$ cat src/rtl/timer60_pkg.sv
// timer60_pkg: shared types and constants for the 60-second BCD timer.
// Optional feature macro used by the timer: TIMER60_WRAP_EN.
package timer60_pkg;

    typedef enum logic [1:0] {
        IDLE  = 2'd0,
        RUN   = 2'd1,
        PAUSE = 2'd2,
        DONE  = 2'd3
    } timer_state_t;

    typedef logic [3:0] bcd_digit_t;

    localparam bcd_digit_t BCD_MAX_DIGIT       = 4'd9;
    localparam int         TIMER60_DEFAULT_MAX = 59;

    // Advance a two-digit BCD value by one second.
    function automatic logic [7:0] bcd_inc(input bcd_digit_t tens,
                                           input bcd_digit_t ones);
        bcd_digit_t t;
        bcd_digit_t o;
        t = tens;
        o = ones;
        if (o == BCD_MAX_DIGIT) begin
            o = 4'd0;
            t = t + 4'd1;
        end else begin
            o = o + 4'd1;
        end
        return {t, o};
    endfunction

endpackage

$ cat src/rtl/timer60_bcd_counter_prescaler.sv
// tick_prescaler: divides the system clock down to one pulse per DIV cycles.
// Count holds while disabled; zero forces it back to 0.
module tick_prescaler #(
    parameter int DIV = 10
) (
    input  logic clk,
    input  logic reset,
    input  logic enable,
    input  logic zero,
    output logic tick_next
);

    localparam int CW = (DIV > 1) ? $clog2(DIV) : 1;
    localparam logic [CW-1:0] LAST = CW'(DIV - 1);

    logic [CW-1:0] cnt;

    assign tick_next = enable && (cnt == LAST);

    // Count cycles while enabled, wrapping after the last one.
    always_ff @(posedge clk) begin
        if (reset || zero) begin
            cnt <= '0;
        end else if (enable) begin
            if (cnt == LAST) begin
                cnt <= '0;
            end else begin
                cnt <= cnt + CW'(1);
            end
        end
    end

endmodule

$ cat src/rtl/timer60_bcd_counter.sv
// timer60_bcd_counter: 1 Hz BCD seconds counter with start/stop/clear.
// Define TIMER60_WRAP_EN to wrap at the terminal count instead of stopping.
module timer60_bcd_counter
    import timer60_pkg::*;
#(
    parameter int CLK_HZ      = 100_000_000,
    parameter int TICK_HZ     = 1,
    parameter int MAX_SECONDS = TIMER60_DEFAULT_MAX
) (
    input  logic       clk,
    input  logic       reset,
    input  logic       start,
    input  logic       stop,
    input  logic       clear,
    output bcd_digit_t onesDigit,
    output bcd_digit_t tensDigit,
    output logic       tick,
    output logic       running,
    output logic       done
);

    localparam int DIV = CLK_HZ / TICK_HZ;

    localparam bcd_digit_t MAX_ONES = 4'(MAX_SECONDS % 10);
    localparam bcd_digit_t MAX_TENS = 4'(MAX_SECONDS / 10);

    if (DIV < 2) begin : g_div_chk
        $error("timer60_bcd_counter: CLK_HZ/TICK_HZ must be >= 2");
    end

    if (MAX_SECONDS < 1 || MAX_SECONDS > 99) begin : g_max_chk
        $error("timer60_bcd_counter: MAX_SECONDS must be in 1..99");
    end

    timer_state_t state;
    timer_state_t state_n;

    logic pre_en;
    logic pre_zero;
    logic tick_next;
    logic adv;
    logic at_max;
    logic [7:0] inc_val;

    assign at_max  = (onesDigit == MAX_ONES) && (tensDigit == MAX_TENS);
    assign inc_val = bcd_inc(tensDigit, ones_digit_w());

    function automatic bcd_digit_t ones_digit_w();
        return onesDigit;
    endfunction

    tick_prescaler #(
        .DIV(DIV)
    ) u_pre (
        .clk      (clk),
        .reset    (reset),
        .enable   (pre_en),
        .zero     (pre_zero),
        .tick_next(tick_next)
    );

    // Command decode with clear > stop > start priority.
    always_comb begin
        state_n  = state;
        pre_en   = 1'b0;
        pre_zero = 1'b0;
        adv      = 1'b0;
        priority case (1'b1)
            clear: begin
                state_n  = IDLE;
                pre_zero = 1'b1;
            end
            stop: begin
                if (state == RUN) begin
                    state_n = PAUSE;
                end
            end
            start: begin
                if (state == IDLE) begin
                    state_n  = RUN;
                    pre_zero = 1'b1;
                end else if (state == PAUSE) begin
                    state_n = RUN;
                end
            end
            default: begin
                state_n = state;
            end
        endcase
        if (state == RUN && !clear && !stop) begin
            pre_en = 1'b1;
            adv    = tick_next;
`ifndef TIMER60_WRAP_EN
            if (tick_next && at_max) begin
                state_n = DONE;
            end
`endif
        end
    end

    // State register and registered running flag.
    always_ff @(posedge clk) begin
        if (reset) begin
            state   <= IDLE;
            running <= 1'b0;
        end else begin
            state   <= state_n;
            running <= (state_n == RUN);
        end
    end

    // BCD digit update on each prescaler wrap.
    always_ff @(posedge clk) begin
        if (reset || clear) begin
            onesDigit <= '0;
            tensDigit <= '0;
        end else if (adv) begin
            if (!at_max) begin
                tensDigit <= inc_val[7:4];
                onesDigit <= inc_val[3:0];
            end else begin
`ifdef TIMER60_WRAP_EN
                onesDigit <= '0;
                tensDigit <= '0;
`else
                onesDigit <= onesDigit;
                tensDigit <= tensDigit;
`endif
            end
        end
    end

    // Tick pulse and terminal-count indication.
    always_ff @(posedge clk) begin
        if (reset) begin
            tick <= 1'b0;
            done <= 1'b0;
        end else begin
            tick <= adv;
`ifdef TIMER60_WRAP_EN
            done <= adv && at_max;
`else
            if (clear) begin
                done <= 1'b0;
            end else if (adv && at_max) begin
                done <= 1'b1;
            end
`endif
        end
    end

endmodule

$ cat config.mk
export PLATFORM = sky130hd
export DESIGN_NAME = timer60_bcd_counter
export DESIGN_NICKNAME = d
export VERILOG_FILES = /design/src/rtl/timer60_pkg.sv /design/src/rtl/timer60_bcd_counter_prescaler.sv /design/src/rtl/timer60_bcd_counter.sv
export SDC_FILE = /design/constraint.sdc
export NUM_CORES = 1
export LEC_CHECK = 0
export CAP_MARGIN = 20
export CORE_UTILIZATION = 62
export CTS_CLUSTER_DIAMETER = 60
export CTS_CLUSTER_SIZE = 40
export DETAILED_ROUTE_END_ITERATION = 16
export DONT_BUFFER_PORTS = 1
export PLACE_DENSITY = 0.79
export SETUP_SLACK_MARGIN = 0.1
export SLEW_MARGIN = 20
export SYNTH_ARGS = -nofsm -noshare
export SYNTH_HDL_FRONTEND = slang
export SYNTH_HIERARCHICAL = 1
export SYNTH_SLANG_ARGS = --single-unit
$ cat constraint.sdc
create_clock -name clk -period 5.2 [get_ports clk]
set_input_delay 1.04 -clock clk [delete_from_list [all_inputs] [get_ports clk]]
set_output_delay 1.04 -clock clk [all_outputs]
set_load 0.03 [all_outputs]
Placed cells, one color a class:
Scale: 4 px per um.
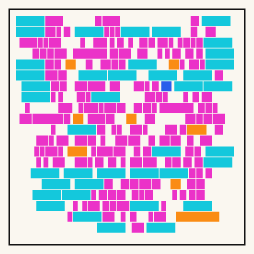
color	class	cells
cyan	flops	40
orange	clock drivers and dummy loads	8
magenta	combinational and other logic	178
blue	other buffers and delay cells	1

Routed metal, one color a layer:
Scale: 4 px per um.
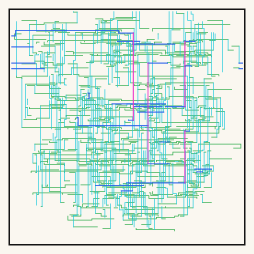
color	layer	wire length
cyan	metal 2	1850 um
green	metal 1	1820 um
blue	metal 3	176 um
magenta	metal 4	76.2 um

Clock routing:
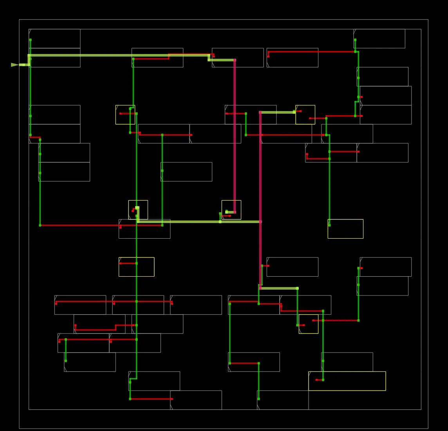
number of flip-flops and latches: 40
number of CTS-inserted buffers: 5
# clock sinks: 40

Pin placement:
Scale: 6 px per um. Pins as bars across the die edge, other pins in gray.
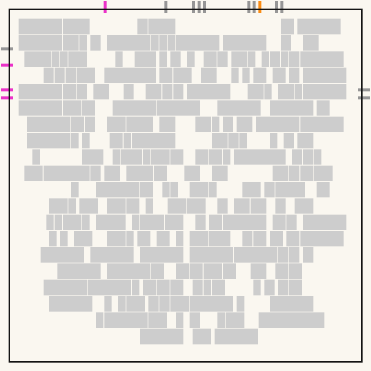
color	port	pins	direction	edge
magenta	`tensDigit`	4	output	3 left, 1 top
orange	`clear`	1	input	top
all pins by edge	10 top, 4 left, 2 right

==> impl_metrics.py <==
# Flow results
metrics = {
    "status": {
        "outcome": "finished clean",
    },
    "power": {
        "vdd.ir_drop.worst_v": 0.0002151,
        "p_per_area_nw_per_um2": 260.9,
        "design_power_total_mw": 0.5441,
        "static-leakage-power_nw": 0.6659,
    },
    "job": {
        "openroad.warnings": 27,
        "max-cap-violations": 0,
    },
    "grt": {
        "grt_pass1_vias": 1518,
        "globalRouteTotalUtil_pct": 24.08,
        "grt_overflow": 0,
        "grt_max_degree": 28,
        "grt_antenna_before_repair": 0,
    },
    "worst_hold_path": {
        "hold_depth": 2,
        "min_from": "u_pre/cnt[23]$_SDFFE_PP0P_",
        "min_path_type": "reg2reg",
    },
    "die": {
        "floorplan.io_pins": 16,
        "initial_core_util_pct": 64.84,
        "chipArea_sq_um": 3422,
        "die_width_um": 58.50,
        "die_y_um": 58.50,
    },
    "detailed_routing": {
        "vias": 1643,
        "detail_route.iter0.violations": 106,
        "avgRoutedWirePerCell_um": 14.48,
        "drcViolationCount": 0,
    },
    "synth": {
        "ys_top_cells_by_count": "sky130_fd_sc_hd__dfxtp_1 (40), sky130_fd_sc_hd__nor2_1 (28), sky130_fd_sc_hd__a21oi_1 (16)",
        "post_synth_num_cell_types": 47,
        "synth.largest_area_cell": "sky130_fd_sc_hd__dfxtp_1",
        "syn-instance-count": 226,
        "ys_top_cells_by_area": "sky130_fd_sc_hd__dfxtp_1 (40%), sky130_fd_sc_hd__nor2_1 (5.3%), sky130_fd_sc_hd__xnor2_1 (4.9%)",
        "yosys_warnings": 6,
        "mappedNetlistArea_sq_um": 1979,
        "sequential_to_total_area_share_from_yosys_stat_pct": 40.46,
        "total_of_flip_flops_plus_latches_after_synthesis": 40,
        "synth_top_area_share_pct": 40.46,
        "asyncSetResetFlopFracSynth_pct": 0,
    },
    "sta": {
        "worstMarginPinSlew_ns": 0.7984,
        "rsz0062_at_grt": "false",
        "post-route-worst-setup-slack_ns": 2.043,
        "finalSetupViolations": 0,
        "final.period_utilization_pct": 60.71,
        "skew_ns": 0.007203,
        "final_period_minus_worst_setup_slack_ns": 3.157,
        "max_freq_ghz": 0.3168,
        "max_slew_margin_pct": 46.55,
    },
    "cells_and_area": {
        "synthToLayoutAreaGrowth_pct": 5.373,
        "n_fill_cell": 264,
        "final_layout_size_suffix_gt1_share_pct": 9.251,
        "layout.cells.non_filler": 271,
        "mostFrequentLayoutCells": "sky130_fd_sc_hd__dfxtp_1 (40), sky130_fd_sc_hd__nor2_1 (28), sky130_fd_sc_hd__a21oi_1 (16)",
        "final_net_count": 234,
        "utilization_of_the_core_after_routing_pct": 68.32,
        "lay_top_count": "sky130_fd_sc_hd__dfxtp_1",
    },
    "setup_path": {
        "worst-path-buf-inv": 0,
        "r2r-start": "state[1]$_SDFF_PP0_",
        "critical-path-max-stage-delay_ns": 0.70,
        "critPathRequiredTime_ns": 5.48,
        "timing.critical_path.arrival_ns": 3.43,
        "worstPathCellList": "nor4b_4, nand4_2, or4_4, or4_1, a21oi_1",
        "worst-path-max-fanout": 14,
        "critical_path_class": "in2reg",
        "r2r_cells": 5,
    },
    "clock_tree": {
        "post_cts_setup_repair_bufs": 0,
        "clk_pin_slew_worst_paths_ns": 0.11,
        "cts_tree": "yes",
        "cts-htree-levels": 2,
        "ctsRootBufferMaster": "sky130_fd_sc_hd__clkbuf_4",
        "clk-insertion-delay-late_ns": 0.34,
    },
    "place": {
        "portBuffers": 0,
        "dp_slack_ns": 1.725,
        "place.detailed.hpwl_um": 2799,
        "gp_congestion": 0.8131,
    },
}
-- sequential cells by signal, summed over array words and instances, names as in the netlist --
name,cells
done,1
onesDigit,4
running,1
state,2
tensDigit,4
tick,1
u_pre/cnt,27
-- per-layer routing --
metal | global-route usage, % | vias up | wire [um] | share of wire, %
met3 | 5.714 | 10 | 175 | 4.5
li1 | - | 824 | - | -
met2 | 39.24 | 40 | 1849 | 47
met4 | 12.24 | 0 | 76 | 1.9
met5 | 0 | - | 0 | 0
met1 | 29.73 | 769 | 1822 | 46
-- cells by family (layout without fill, tap and decap cells) --
group,count (synthesis),after routing,share of synthesized area (%)
simple gates,105,105,32.36
compound gates,41,41,12.01
flops,40,40,40.46
xor+xnor,18,18,7.965
buf+inv,17,18,4.298
fa+ha+maj,3,3,1.897
mux,2,2,1.011
-- final cells by class --
class	count	area [sq um]	share of cell area (%)
inverter	9	33.78	1.620
multi-input combinational	169	1094	52.43
clock buffer	7	65.06	3.119
sequential	40	800.8	38.39
timing repair buffer	1	7.507	0.3599
clock inverter	1	30.03	1.440
tap	44	55.05	2.639
-- where the power goes --
part | switching [mW] | total (mW) | leakage (nW) | internal [mW]
Sequential | 0.000997 | 0.308 | 0.322 | 0.307
Combinational | 0.00658 | 0.00931 | 0.292 | 0.00273
Clock | 0.0993 | 0.227 | 0.0515 | 0.128
-- worst max-delay path by stage --
stage	startpoint	end
finish	clear	u_pre/cnt[25]$_SDFFE_PP0P_
global route	clear	tensDigit[3]$_SDFFE_PP0P_
CTS	clear	u_pre/cnt[25]$_SDFFE_PP0P_
detailed placement	clear	tensDigit[3]$_SDFFE_PP0P_
global placement	clear	tensDigit[3]$_SDFFE_PP0P_
floorplan	clear	tensDigit[3]$_SDFFE_PP0P_
No activity file was given, so power comes from the tool's default toggle rates.
